<file path="src/rtl/apb_pkg.sv">
// Shared types for the APB master controller: FSM states and response codes.
package apb_pkg;

  localparam int STATUS_W = 2;

  typedef enum logic [1:0] {
    IDLE   = 2'd0,
    SETUP  = 2'd1,
    ACCESS = 2'd2
  } apb_state_t;

  typedef enum logic [STATUS_W-1:0] {
    OKAY    = 2'd0,
    SLVERR  = 2'd1,
    DECERR  = 2'd2,
    TIMEOUT = 2'd3
  } apb_status_t;

endpackage

</file>
<file path="src/rtl/apb_slave_mux.sv">
// Return-path multiplexer: picks the selected slave's PREADY/PSLVERR/PRDATA
// using the slave index registered at request accept.
module apb_slave_mux #(
  parameter int NUM_SLAVES = 4,
  parameter int DATA_W     = 32,
  parameter int IDX_W      = 2
) (
  input  logic [IDX_W-1:0]             sel_idx,
  input  logic [NUM_SLAVES-1:0]        PREADY,
  input  logic [NUM_SLAVES-1:0]        PSLVERR,
  input  logic [NUM_SLAVES*DATA_W-1:0] PRDATA,
  output logic                         sel_ready,
  output logic                         sel_slverr,
  output logic [DATA_W-1:0]            sel_rdata
);

  // Compare against every legal index so non-power-of-two slave counts
  // never index past the end of the buses.
  always_comb begin
    // NOTE: every output gets a default before the loop; a path that leaves
    // one unassigned would infer a latch.
    sel_ready  = 1'b0;
    sel_slverr = 1'b0;
    sel_rdata  = '0;
    for (int k = 0; k < NUM_SLAVES; k++) begin
      if (sel_idx == IDX_W'(k)) begin
        sel_ready  = PREADY[k];
        sel_slverr = PSLVERR[k];
        sel_rdata  = PRDATA[k*DATA_W +: DATA_W];
      end
    end
  end

endmodule

</file>
<file path="src/rtl/apb_master_ctrl.sv">
// APB4 master: local request/response port in front of an IDLE/SETUP/ACCESS
// state machine driving up to NUM_SLAVES peripherals, with address decode,
// wait states, byte strobes, slave error reporting and an access timeout.
module apb_master_ctrl #(
  parameter int ADDR_W     = 32,
  parameter int DATA_W     = 32,
  parameter int NUM_SLAVES = 4,
  parameter int SLV_ADDR_W = 12,
  parameter int TIMEOUT    = 16
) (
  input  logic                         PCLK,
  input  logic                         PRESET,
  input  logic                         req_valid,
  output logic                         req_ready,
  input  logic                         req_write,
  input  logic [ADDR_W-1:0]            req_addr,
  input  logic [DATA_W-1:0]            req_wdata,
  input  logic [DATA_W/8-1:0]          req_strb,
  output logic                         rsp_valid,
  output logic [DATA_W-1:0]            rsp_rdata,
  output logic [apb_pkg::STATUS_W-1:0] rsp_status,
  output logic [NUM_SLAVES-1:0]        PSEL,
  output logic                         PENABLE,
  output logic                         PWRITE,
  output logic [ADDR_W-1:0]            PADDR,
  output logic [DATA_W-1:0]            PWDATA,
  output logic [DATA_W/8-1:0]          PSTRB,
  input  logic [NUM_SLAVES-1:0]        PREADY,
  input  logic [NUM_SLAVES-1:0]        PSLVERR,
  input  logic [NUM_SLAVES*DATA_W-1:0] PRDATA
);

  import apb_pkg::*;

  localparam int STRB_W = DATA_W / 8;
  localparam int IDX_W  = (NUM_SLAVES > 1) ? $clog2(NUM_SLAVES) : 1;
  localparam int WAIT_W = (TIMEOUT > 0) ? $clog2(TIMEOUT + 1) : 1;
  localparam logic [WAIT_W-1:0] WAIT_LAST = (TIMEOUT > 0) ? WAIT_W'(TIMEOUT - 1) : '0;

  apb_state_t          state_q, state_d;
  logic [IDX_W-1:0]    sel_idx_q, sel_idx_d;
  logic [WAIT_W-1:0]   wait_cnt_q, wait_cnt_d;
  logic [NUM_SLAVES-1:0] psel_q, psel_d;
  logic                penable_q, penable_d;
  logic                pwrite_q, pwrite_d;
  logic [ADDR_W-1:0]   paddr_q, paddr_d;
  logic [DATA_W-1:0]   pwdata_q, pwdata_d;
  logic [STRB_W-1:0]   pstrb_q, pstrb_d;
  logic                rsp_valid_q, rsp_valid_d;
  logic [DATA_W-1:0]   rsp_rdata_q, rsp_rdata_d;
  apb_status_t         rsp_status_q, rsp_status_d;

  logic [ADDR_W-1:0]   req_idx_full;
  logic                req_in_range;
  logic [IDX_W-1:0]    req_idx;

  logic                sel_ready;
  logic                sel_slverr;
  logic [DATA_W-1:0]   sel_rdata;

  // Full-width compare so high addresses never alias onto a real slave.
  assign req_idx_full = req_addr >> SLV_ADDR_W;
  assign req_in_range = req_idx_full < ADDR_W'(NUM_SLAVES);
  assign req_idx      = req_idx_full[IDX_W-1:0];

  assign req_ready = (state_q == IDLE) && !PRESET;

  apb_slave_mux #(
    .NUM_SLAVES (NUM_SLAVES),
    .DATA_W     (DATA_W),
    .IDX_W      (IDX_W)
  ) u_slave_mux (
    .sel_idx    (sel_idx_q),
    .PREADY     (PREADY),
    .PSLVERR    (PSLVERR),
    .PRDATA     (PRDATA),
    .sel_ready  (sel_ready),
    .sel_slverr (sel_slverr),
    .sel_rdata  (sel_rdata)
  );

  // Next-state and next-output logic; APB fields hold unless a new
  // transfer is accepted, the response is a single-cycle pulse.
  always_comb begin
    state_d      = state_q;
    sel_idx_d    = sel_idx_q;
    wait_cnt_d   = wait_cnt_q;
    psel_d       = psel_q;
    penable_d    = penable_q;
    pwrite_d     = pwrite_q;
    paddr_d      = paddr_q;
    pwdata_d     = pwdata_q;
    pstrb_d      = pstrb_q;
    rsp_valid_d  = 1'b0;
    rsp_rdata_d  = '0;
    rsp_status_d = OKAY;

    unique case (state_q)
      IDLE: begin
        if (req_valid) begin
          if (req_in_range) begin
            state_d    = SETUP;
            sel_idx_d  = req_idx;
            wait_cnt_d = '0;
            psel_d     = NUM_SLAVES'(1) << req_idx;
            penable_d  = 1'b0;
            pwrite_d   = req_write;
            paddr_d    = req_addr;
            pwdata_d   = req_wdata;
            pstrb_d    = req_write ? req_strb : '0;
          end else begin
            rsp_valid_d  = 1'b1;
            rsp_status_d = DECERR;
          end
        end
      end

      SETUP: begin
        state_d   = ACCESS;
        penable_d = 1'b1;
      end

      ACCESS: begin
        if (sel_ready) begin
          state_d      = IDLE;
          psel_d       = '0;
          penable_d    = 1'b0;
          wait_cnt_d   = '0;
          rsp_valid_d  = 1'b1;
          rsp_status_d = sel_slverr ? SLVERR : OKAY;
          rsp_rdata_d  = (!pwrite_q && !sel_slverr) ? sel_rdata : '0;
        end else if ((TIMEOUT != 0) && (wait_cnt_q == WAIT_LAST)) begin
          state_d      = IDLE;
          psel_d       = '0;
          penable_d    = 1'b0;
          wait_cnt_d   = '0;
          rsp_valid_d  = 1'b1;
          rsp_status_d = apb_pkg::TIMEOUT;
        end else begin
          wait_cnt_d = wait_cnt_q + WAIT_W'(1);
        end
      end

      default: state_d = IDLE;
    endcase
  end

  // State and output registers; reset clears everything and drops any
  // transfer in flight without a response.
  always_ff @(posedge PCLK) begin
    // NOTE: non-blocking assignments so every register samples the
    // pre-edge values regardless of statement order.
    if (PRESET) begin
      state_q      <= IDLE;
      sel_idx_q    <= '0;
      wait_cnt_q   <= '0;
      psel_q       <= '0;
      penable_q    <= 1'b0;
      pwrite_q     <= 1'b0;
      paddr_q      <= '0;
      pwdata_q     <= '0;
      pstrb_q      <= '0;
      rsp_valid_q  <= 1'b0;
      rsp_rdata_q  <= '0;
      rsp_status_q <= OKAY;
    end else begin
      state_q      <= state_d;
      sel_idx_q    <= sel_idx_d;
      wait_cnt_q   <= wait_cnt_d;
      psel_q       <= psel_d;
      penable_q    <= penable_d;
      pwrite_q     <= pwrite_d;
      paddr_q      <= paddr_d;
      pwdata_q     <= pwdata_d;
      pstrb_q      <= pstrb_d;
      rsp_valid_q  <= rsp_valid_d;
      rsp_rdata_q  <= rsp_rdata_d;
      rsp_status_q <= rsp_status_d;
    end
  end

  assign PSEL       = psel_q;
  assign PENABLE    = penable_q;
  assign PWRITE     = pwrite_q;
  assign PADDR      = paddr_q;
  assign PWDATA     = pwdata_q;
  assign PSTRB      = pstrb_q;
  assign rsp_valid  = rsp_valid_q;
  assign rsp_rdata  = rsp_rdata_q;
  assign rsp_status = rsp_status_q;

endmodule
</file>
<file path="config.mk">
export PLATFORM = sky130hd
export DESIGN_NAME = apb_master_ctrl
export DESIGN_NICKNAME = d
export VERILOG_FILES = /design/src/rtl/apb_pkg.sv /design/src/rtl/apb_slave_mux.sv /design/src/rtl/apb_master_ctrl.sv
export SDC_FILE = /design/constraint.sdc
export NUM_CORES = 1
export LEC_CHECK = 0
export ABC_CLOCK_PERIOD_IN_PS = 2100
export CAP_MARGIN = 20
export CORE_AREA = 2 2 145 112
export CTS_CLUSTER_DIAMETER = 30
export DETAILED_ROUTE_END_ITERATION = 10
export DIE_AREA = 0 0 147 114
export GPL_TIMING_DRIVEN = 1
export PLACE_DENSITY = 0.85
export SYNTH_ARGS = -nofsm -noshare
export SYNTH_HDL_FRONTEND = slang
export SYNTH_HIERARCHICAL = 1
export SYNTH_SLANG_ARGS = --single-unit
</file>
<file path="constraint.sdc">
create_clock -name PCLK -period 2.1 [get_ports PCLK]
set_clock_uncertainty 0.2 [all_clocks]
set_input_delay 0.42 -clock PCLK [delete_from_list [all_inputs] [get_ports PCLK]]
set_output_delay 0.42 -clock PCLK [all_outputs]
set_load 0.05 [all_outputs]
</file>
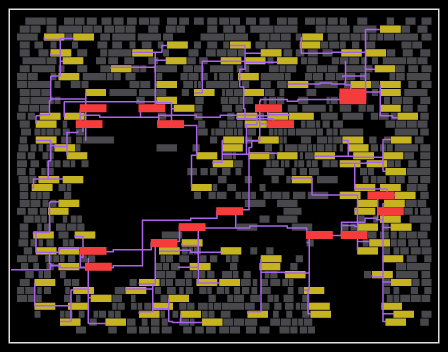
**Above:** clock network drawn from the DEF.
Key: clock wires = purple [length 1540 um]; clock drivers = red [count 17]; flip-flops = yellow [count 116]
There are 18 routed clock nets.

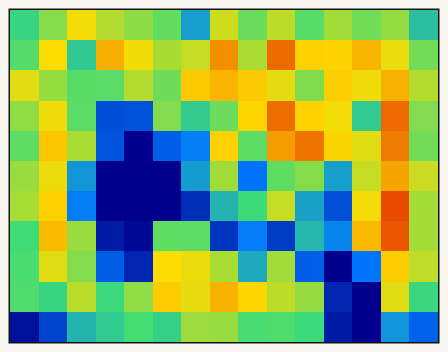
**Above:** local utilization.
15 x 11 tiles, from dark blue (low) to red (high), 0 to 100% covered.
The mean over all tiles is 53%. 6.7% of the tiles are nearly empty. 19% of the tiles are over 75% full. The fullest tile reaches 92%.

==> impl_metrics.env <==
# physical design summary
export IMPL_reg2reg_depth=5
export IMPL_num_clock_buffers=17
export IMPL_cts_sinks=116
export IMPL_reg2reg_to="wait_cnt_q[3]"
export IMPL_pre_cts_slack_ns=-0.437
export IMPL_logic_gates=301
export IMPL_reg2reg_slack_ns=0.13
export IMPL_cts_tree="done"
export IMPL_logic_family="simple AND/OR/NAND/NOR gates"
export IMPL_post_cts_buffers=0
export IMPL_ys_seq_elements=116
export IMPL_antenna_left=0
export IMPL_outcome="complete, no violations"
export IMPL_crit_slowest_cell="dfxtp_2"
export IMPL_path_max_fanout=22
export IMPL_n_all_inverters=5
export IMPL_worst_ir_drop_vdd_mv=0.483
export IMPL_cp_depth=2
export IMPL_numCtsBuffers=17
export IMPL_power_frac_comb_pct=10.7
export IMPL_postSynthSeqShare_pct=45.3
export IMPL_cp_required_ns=1.48
export IMPL_top_cell="dfxtp_1"
export IMPL_clk_share_pct=6.17
export IMPL_top_power_group="clock"
export IMPL_post_route_util_pct=58.6
export IMPL_fp_nets=683
export IMPL_worst_ep_arrival_time_ns=1.41
export IMPL_clock_latency_ns=0.40
export IMPL_antennaDiodeCount=1
export IMPL_cts_hold_buffers=0
export IMPL_nFillCells=1323
export IMPL_busiest_layer="met2"
export IMPL_fin_area_sq_um=9080
export IMPL_seq_area_sq_um=2330
export IMPL_rsz0062_at_grt="true"
export IMPL_wl_met1_um=7480
export IMPL_warnings=28
export IMPL_postSynth_asyncResetShare_pct=0
export IMPL_hold_depth=2
export IMPL_p_switching_mw=1.24
export IMPL_grt_pass1_vias=5053
export IMPL_viasPerCell=5.13
export IMPL_dpl_cell_area_sq_um=8550
export IMPL_dpl_hpwl_um=13500
